**config.mk**
```make
export PLATFORM = sky130hd
export DESIGN_NAME = pc_fetch_ctrl
export DESIGN_NICKNAME = d
export VERILOG_FILES = /design/src/rtl/pc_fetch_ctrl.sv
export SDC_FILE = /design/constraint.sdc
export NUM_CORES = 1
export LEC_CHECK = 0
export ABC_AREA = 1
export ABC_CLOCK_PERIOD_IN_PS = 5740
export CORE_AREA = 2 2 140 142
export CTS_BUF_LIST = sky130_fd_sc_hd__clkbuf_4 sky130_fd_sc_hd__clkbuf_8
export DETAILED_ROUTE_END_ITERATION = 10
export DIE_AREA = 0 0 142 144
export PLACE_DENSITY = 0.95
export SLEW_MARGIN = 10
export SYNTH_ARGS = -nofsm -noshare
export SYNTH_HDL_FRONTEND = slang
export SYNTH_SLANG_ARGS = --single-unit
```
**constraint.sdc**
```tcl
create_clock -name clk -period 5.74 [get_ports clk]
set_input_delay 1.148 -clock clk [delete_from_list [all_inputs] [get_ports clk]]
set_output_delay 1.148 -clock clk [all_outputs]
set_load 0.03 [all_outputs]
```
**src/rtl/pc_fetch_ctrl.sv**
```systemverilog
// Instruction-fetch sequencer: owns the fetch PC, runs the imem req/ack handshake,
// buffers one instruction toward decode and applies branch/jump/jr redirects.
module pc_fetch_ctrl #(
  parameter logic [31:0] RESET_PC       = 32'h0000_3000,
  parameter int unsigned TIMEOUT_CYCLES = 16
) (
  input  logic        clk,
  input  logic        rstn,
  input  logic        redirect_valid,
  input  logic [2:0]  npc_op,
  input  logic [25:0] imm,
  input  logic [31:0] rs,
  input  logic [31:0] br_pc,
  output logic        imem_req,
  output logic [31:0] imem_addr,
  input  logic        imem_ack,
  input  logic [31:0] imem_rdata,
  output logic        if_valid,
  output logic [31:0] if_instr,
  output logic [31:0] if_pc,
  input  logic        if_ready,
  output logic [31:0] fetch_pc,
  output logic        fetch_err
);

  typedef enum logic [1:0] {S_IDLE, S_FETCH, S_KILL, S_HALT} state_e;

  localparam logic [7:0] TMO_LIMIT = 8'(TIMEOUT_CYCLES);

  state_e      state_q, state_d;
  logic [31:0] fetch_pc_q, fetch_pc_d;
  logic [31:0] kill_addr_q, kill_addr_d;
  logic [31:0] if_instr_q, if_instr_d;
  logic [31:0] if_pc_q, if_pc_d;
  logic        if_valid_q, if_valid_d;
  logic        pending_q, pending_d;
  logic        fetch_err_q, fetch_err_d;
  logic [7:0]  tmo_q, tmo_d;

  logic [31:0] br_off;
  logic [31:0] target;
  logic        redir;

  always_comb begin
    br_off = {{14{imm[15]}}, imm[15:0], 2'b00};
    case (npc_op)
      3'd1:    target = br_pc + 32'd4 + br_off;
      3'd2:    target = {br_pc[31:28], imm, 2'b00};
      3'd3:    target = rs;
      default: target = br_pc + 32'd4;
    endcase
    redir = redirect_valid && !npc_op[2] && (state_q != S_HALT);
  end

  // A request, once raised, is held until acked (pending_q), independent of decode stall.
  always_comb begin
    imem_req  = 1'b0;
    imem_addr = fetch_pc_q;
    case (state_q)
      S_FETCH: imem_req = pending_q | ~if_valid_q | if_ready;
      S_KILL: begin
        imem_req  = 1'b1;
        imem_addr = kill_addr_q;
      end
      default: ;
    endcase
  end

  always_comb begin
    state_d     = state_q;
    fetch_pc_d  = fetch_pc_q;
    kill_addr_d = kill_addr_q;
    if_instr_d  = if_instr_q;
    if_pc_d     = if_pc_q;
    if_valid_d  = if_valid_q;
    pending_d   = pending_q;
    fetch_err_d = fetch_err_q;
    tmo_d       = (imem_req && !imem_ack) ? tmo_q + 8'd1 : 8'd0;

    case (state_q)
      S_IDLE: state_d = S_FETCH;
      S_FETCH: begin
        pending_d = imem_req & ~imem_ack;
        if (imem_req && imem_ack) begin
          if_instr_d = imem_rdata;
          if_pc_d    = fetch_pc_q;
          if_valid_d = 1'b1;
          fetch_pc_d = fetch_pc_q + 32'd4;
        end else if (if_valid_q && if_ready) begin
          if_valid_d = 1'b0;
        end
      end
      S_KILL: begin
        if (imem_ack) begin
          state_d   = S_FETCH;
          pending_d = 1'b0;
        end
      end
      default: ;
    endcase

    // Redirect overrides any load above; an unacked request must be drained in KILL.
    if (redir) begin
      if_valid_d = 1'b0;
      fetch_pc_d = target;
      if (state_q == S_FETCH && imem_req && !imem_ack) begin
        state_d     = S_KILL;
        kill_addr_d = imem_addr;
        pending_d   = 1'b0;
      end
    end

    if ((redir && target[1:0] != 2'b00) || (tmo_d >= TMO_LIMIT)) begin
      fetch_err_d = 1'b1;
      if_valid_d  = 1'b0;
      pending_d   = 1'b0;
      state_d     = S_HALT;
    end
  end

  always_ff @(posedge clk or negedge rstn) begin
    if (!rstn) begin
      state_q     <= S_IDLE;
      fetch_pc_q  <= RESET_PC;
      kill_addr_q <= RESET_PC;
      if_instr_q  <= 32'd0;
      if_pc_q     <= 32'd0;
      if_valid_q  <= 1'b0;
      pending_q   <= 1'b0;
      fetch_err_q <= 1'b0;
      tmo_q       <= 8'd0;
    end else begin
      state_q     <= state_d;
      fetch_pc_q  <= fetch_pc_d;
      kill_addr_q <= kill_addr_d;
      if_instr_q  <= if_instr_d;
      if_pc_q     <= if_pc_d;
      if_valid_q  <= if_valid_d;
      pending_q   <= pending_d;
      fetch_err_q <= fetch_err_d;
      tmo_q       <= tmo_d;
    end
  end

  assign if_valid  = if_valid_q;
  assign if_instr  = if_instr_q;
  assign if_pc     = if_pc_q;
  assign fetch_pc  = fetch_pc_q;
  assign fetch_err = fetch_err_q;

endmodule
```
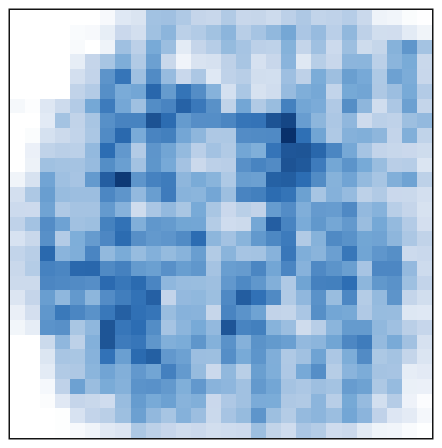
*Routed metal per tile, run 1*
28 x 29 tiles, from white (low) to dark blue (high), scaled to the fullest tile. Values are wire area over tile area, all layers added.
34% of the tiles are over half the peak. The mean over all tiles is 0.33. The fullest tile reaches 0.82. The emptiest ninth of the die: top left.
GRT Overall Usage: 38.2%
routed wire length: 39300 um
WL/cell: 19.3 um

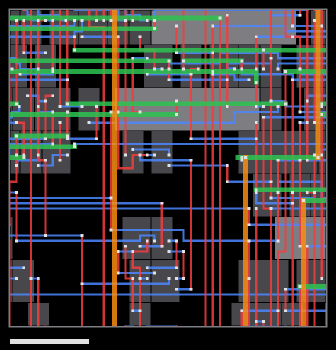
*Close-up of the layout, run 1*
The bar under the picture is 5 um long. Window x 61 to 81, y 91 to 111 um. Cells in gray, sequential cells in the stronger gray; small squares are vias.
Orange is M4. Blue is M1. Green is M3. Red is M2.
Most frequent: nand2_1 (18), a21oi_1 (5), nand3_1 (4). 39 logic cells have their middle in the window. Sequential cells in the window: 2. Netlist names of flops here include `fetch_pc` (2).

==> results.txt, run 1 <==
run metrics: status=finished, final reports clean, Gate power share=between 50% and 60%, Pwr Density=between 400 and 500 nW/um2, Late-Pin Clk Latency=roughly 460 ps, buffering overhead=19.9%, Internal Power=2.85 mW, DPL Wire Length=29400 um, area of the core=19100 um2, Clk. pwr=just over 800 uW, CP Class=in2reg, tool warnings=34, asr flop ratio synth=100%, Sw Share=49.1%, grt met3 use=~4.9%, DRC=0, drt first pass iters=6, Iteration-0 DRC Markers=1569, CTS Buf Count=17, FP Rows=just over 50, largest net degree at the start of global routing=87, GR met2 Demand/Resource=roughly 64%, Ant. Diodes=0, Leakage=around 6.6 nW, maximum vdd drop=0.186 mV, met1 wire length=around 15000 um, CTS tree=done, CP Max Fanout=6, Chip Area, Yosys=10200 um2, Hold Crit Class=reg2reg, Slew Viols, Final=0, P_sw=2.75 mW, routed wl met3=3880 um, Post-Syn Area per Cell=approximately 6.6 um2, DR top layer=met4, Logic cell area=5850 um2, max-cap violation count=0, ys cells=~1500, FFs & Latches=~140, nets@finish=1959, Clock Skew=22.6 ps, Slew @ Worst Pin=approximately 1000 ps, met1 Resource Use GR=49.2%, initial antenna violation count=0, Clock transition at path regs=~90 ps, post-layout util=a little over two thirds, Top power group=combinational logic
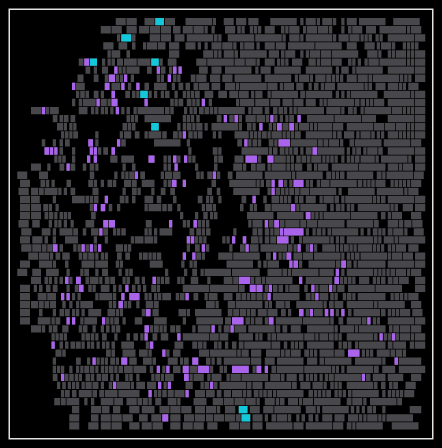
*Logic cells by family, run 1*
Purple is nor cells, cells 156. Cyan is non-inverting ao/oa cells, cells 8.
Comb area share: 43.6%
Final Non-Filler Cells: 2038
Top cell excl fill/tap: nand2_1

[run 1: kinds of logic after synthesis]
family                   synth area share (%)
buffers and inverters                    8.61
AND/OR/NAND/NOR                          35.9
AND-OR/OR-AND                            12.6
XOR/XNOR                                 3.17
flip-flops                               34.5
adder cells (fa/ha/maj)                  5.21
[run 1: through the flow]
stage	worst slack (ps)	hold WS, ps	area [um2]	std cells
after floorplan	2340	432	10200	1548
final	1120	479	13400	2038
after detailed placement	802	454	13000	2006
after global routing	945	501	13400	2038
after global placement	786	449	13000	2006
after CTS	1240	472	13400	2038
[run 1: synthesized netlist by cell type, types with 2 or more instances]
| library cell | instances | area [um2] |
|---|---|---|
| a31oi_1 | 2 | 12.5 |
| buf_1 | 5 | 18.8 |
| nor2_4 | 6 | 67.6 |
| nand4_1 | 23 | 144 |
| inv_1 | 175 | 657 |
| ha_1 | 41 | 513 |
| nand3_2 | 3 | 30.0 |
| a21o_1 | 4 | 30.0 |
| clkbuf_1 | 23 | 86.3 |
| nand3_1 | 91 | 455 |
| dfrtp_1 | 137 | 3430 |
| inv_2 | 5 | 18.8 |
| nand2_1 | 585 | 2200 |
| o211ai_1 | 2 | 15.0 |
| xnor2_1 | 12 | 105 |
| o21bai_1 | 4 | 30.0 |
| o21ai_0 | 111 | 556 |
| dfstp_2 | 4 | 105 |
| xor2_1 | 25 | 219 |
| nand2_2 | 4 | 25.0 |
| a221oi_1 | 11 | 96.3 |
| a22oi_1 | 18 | 135 |
| or2_2 | 6 | 37.5 |
| a22o_1 | 3 | 26.3 |
| nor4_1 | 5 | 31.3 |
| nor2_2 | 4 | 25.0 |
| nor2_1 | 109 | 409 |
| nor3_1 | 28 | 140 |
| nor3_2 | 3 | 30.0 |
| buf_2 | 20 | 100 |
| a21oi_1 | 60 | 300 |
| nand3b_1 | 4 | 30.0 |
==> run 2: changes to the inputs <==
--- a/config.mk
+++ b/config.mk
@@ -6,12 +6,12 @@
 export NUM_CORES = 1
 export LEC_CHECK = 0
 export ABC_AREA = 1
-export ABC_CLOCK_PERIOD_IN_PS = 5740
-export CORE_AREA = 2 2 140 142
+export ABC_CLOCK_PERIOD_IN_PS = 4800
+export CORE_AREA = 2 2 144 146
 export CTS_BUF_LIST = sky130_fd_sc_hd__clkbuf_4 sky130_fd_sc_hd__clkbuf_8
 export DETAILED_ROUTE_END_ITERATION = 10
-export DIE_AREA = 0 0 142 144
-export PLACE_DENSITY = 0.95
+export DIE_AREA = 0 0 146 148
+export PLACE_DENSITY = 0.94
 export SLEW_MARGIN = 10
 export SYNTH_ARGS = -nofsm -noshare
 export SYNTH_HDL_FRONTEND = slang
==> constraint.sdc (replaced) <==
create_clock -name clk -period 4.8 [get_ports clk]
set_input_delay 0.96 -clock clk [delete_from_list [all_inputs] [get_ports clk]]
set_output_delay 0.96 -clock clk [all_outputs]
set_load 0.03 [all_outputs]
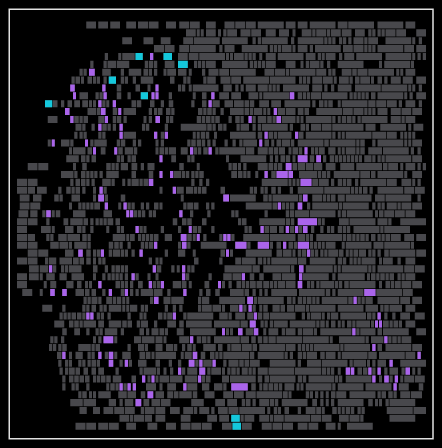
*Logic cells by family, run 2*
Purple is nor cells, cells 156, where widely spread. Cyan is non-inverting ao/oa cells, cells 8.
Comb area share: 43.3%
Final Non-Filler Cells: 2078

==> results.txt, run 2 <==
run metrics: Synth logic family=simple AND/OR/NAND/NOR gates (unchanged), most common cell in the synthesized netlist=nand2_1 (unchanged), Clock Skew=10.1 ps (was 22.6 ps), asr flop ratio synth=100% (unchanged), WL/cell=18.7 um (was 19.3 um), Synth Area in Simple Gates=35.9% (unchanged), CP Class=in2reg (unchanged), CP Max Fanout=5 (was 6), Die Y=148 um (was 144 um), drt first pass iters=8 (was 6), Clock transition at path regs=80 ps (was 90 ps), yosys xor share=3.17% (unchanged), CTS sink count=141 (unchanged), Synth area leaders=dfrtp_1 34%, nand2_1 21%, inv_1 6.4%, o21ai_0 5.4%, ha_1 5.0% (unchanged), mux cell area share after synthesis=0% (unchanged), Slew Viols, Final=0 (unchanged), routed wire length=38900 um (was 39300 um), initial antenna violation count=0 (unchanged), Post-Syn Area per Cell=6.61 um2 (unchanged), area of the core=20000 um2 (was 19100 um2), Top cell excl fill/tap=nand2_1 (unchanged), fa+ha+maj area frac=5.21% (unchanged), DP Area=13100 um2 (was 13000 um2), Pwr Density=494 nW/um2 (was 418 nW/um2), GRT Overall Usage=35.7% (was 38.2%), area share, top type=33.5% (unchanged), Hold Crit Class=reg2reg (unchanged), DR vias/cell=5.66 (was 5.88), max-cap violation count=0 (unchanged), placed insts=2046 (was 2006), Ant. Diodes=0 (unchanged), largest net degree at the start of global routing=116 (was 87), AND-OR/OR-AND Cells, Area Fraction=12.6% (unchanged), CTS tree=done (unchanged), CTS Buf Count=17 (unchanged), Chip Area, Yosys=10200 um2 (unchanged), DRC=0 (unchanged), Late-Pin Clk Latency=450 ps (was 460 ps), Yosys top cell by area=dfrtp_1 (unchanged), tool warnings=36 (was 34), status=finished, final reports clean (unchanged), post-route cell area=13500 um2 (was 13400 um2)
run 2: report_power, final:
group / leakage (nW) / internal, mW / switching, mW / total [mW]
Combinational: 4.58 / 1.38 / 2.36 / 3.74
Sequential: 1.84 / 1.59 / 0.387 / 1.98
Clock: 0.182 / 0.474 / 0.482 / 0.956
Total: 6.60 / 3.45 / 3.23 / 6.67
run 2: worst max-delay path: stages:
cell,delay (ps)
clkdlybuf4s50_1,540
ha_1,210
nand3_1,160
nor2_2,430
nand4_1,310
nor2_1,270
xor2_1,390
ha_1,390
a21oi_1,300
nand2_1,120
inv_1,60
nand2_1,90
nand2_1,80
nand2_1,60
a21oi_1,120
nand2_1,70
nand3_1,70
nand2_1,50
nand2_1,80
a21oi_1,60
run 2: stage by stage:
| stage | TNS [ps] | worst slack [ps] | power [mW] | hold WS, ps | util, % |
|---|---|---|---|---|---|
| floorplan | 0 | 1590 | 3.97 | 432 | - |
| global placement | -89.0 | -89.0 | 5.54 | 452 | 65.4 |
| detailed placement | -14.0 | -14.0 | 5.65 | 458 | 65.4 |
| CTS | 0 | 450 | 6.64 | 470 | 67.4 |
| global route | 0 | 125 | 6.97 | 479 | 67.4 |
| finish | 0 | 309 | 6.67 | 470 | 67.4 |
run 2: final cells by class:
class / count / area [um2] / area share (%)
clock buffers: 19 / 249 / 1.84
clock inverters: 13 / 141 / 1.05
inverters: 180 / 676 / 5.00
multi-input cells: 1179 / 5840 / 43.3
flip-flops and latches: 141 / 3530 / 26.2
well taps: 270 / 338 / 2.50
repair buffers: 276 / 2720 / 20.2
run 2: routing by layer:
metal  vias up  share of wire, %  global-route usage (%)
met4         0               5.2                    17.8
met5         -                 0                       0
met1      5442                39                    45.6
met3       135               8.7                    5.00
li1       5474                 -                       -
met2       701                47                    59.9
Power and IR drop assume default switching activity.
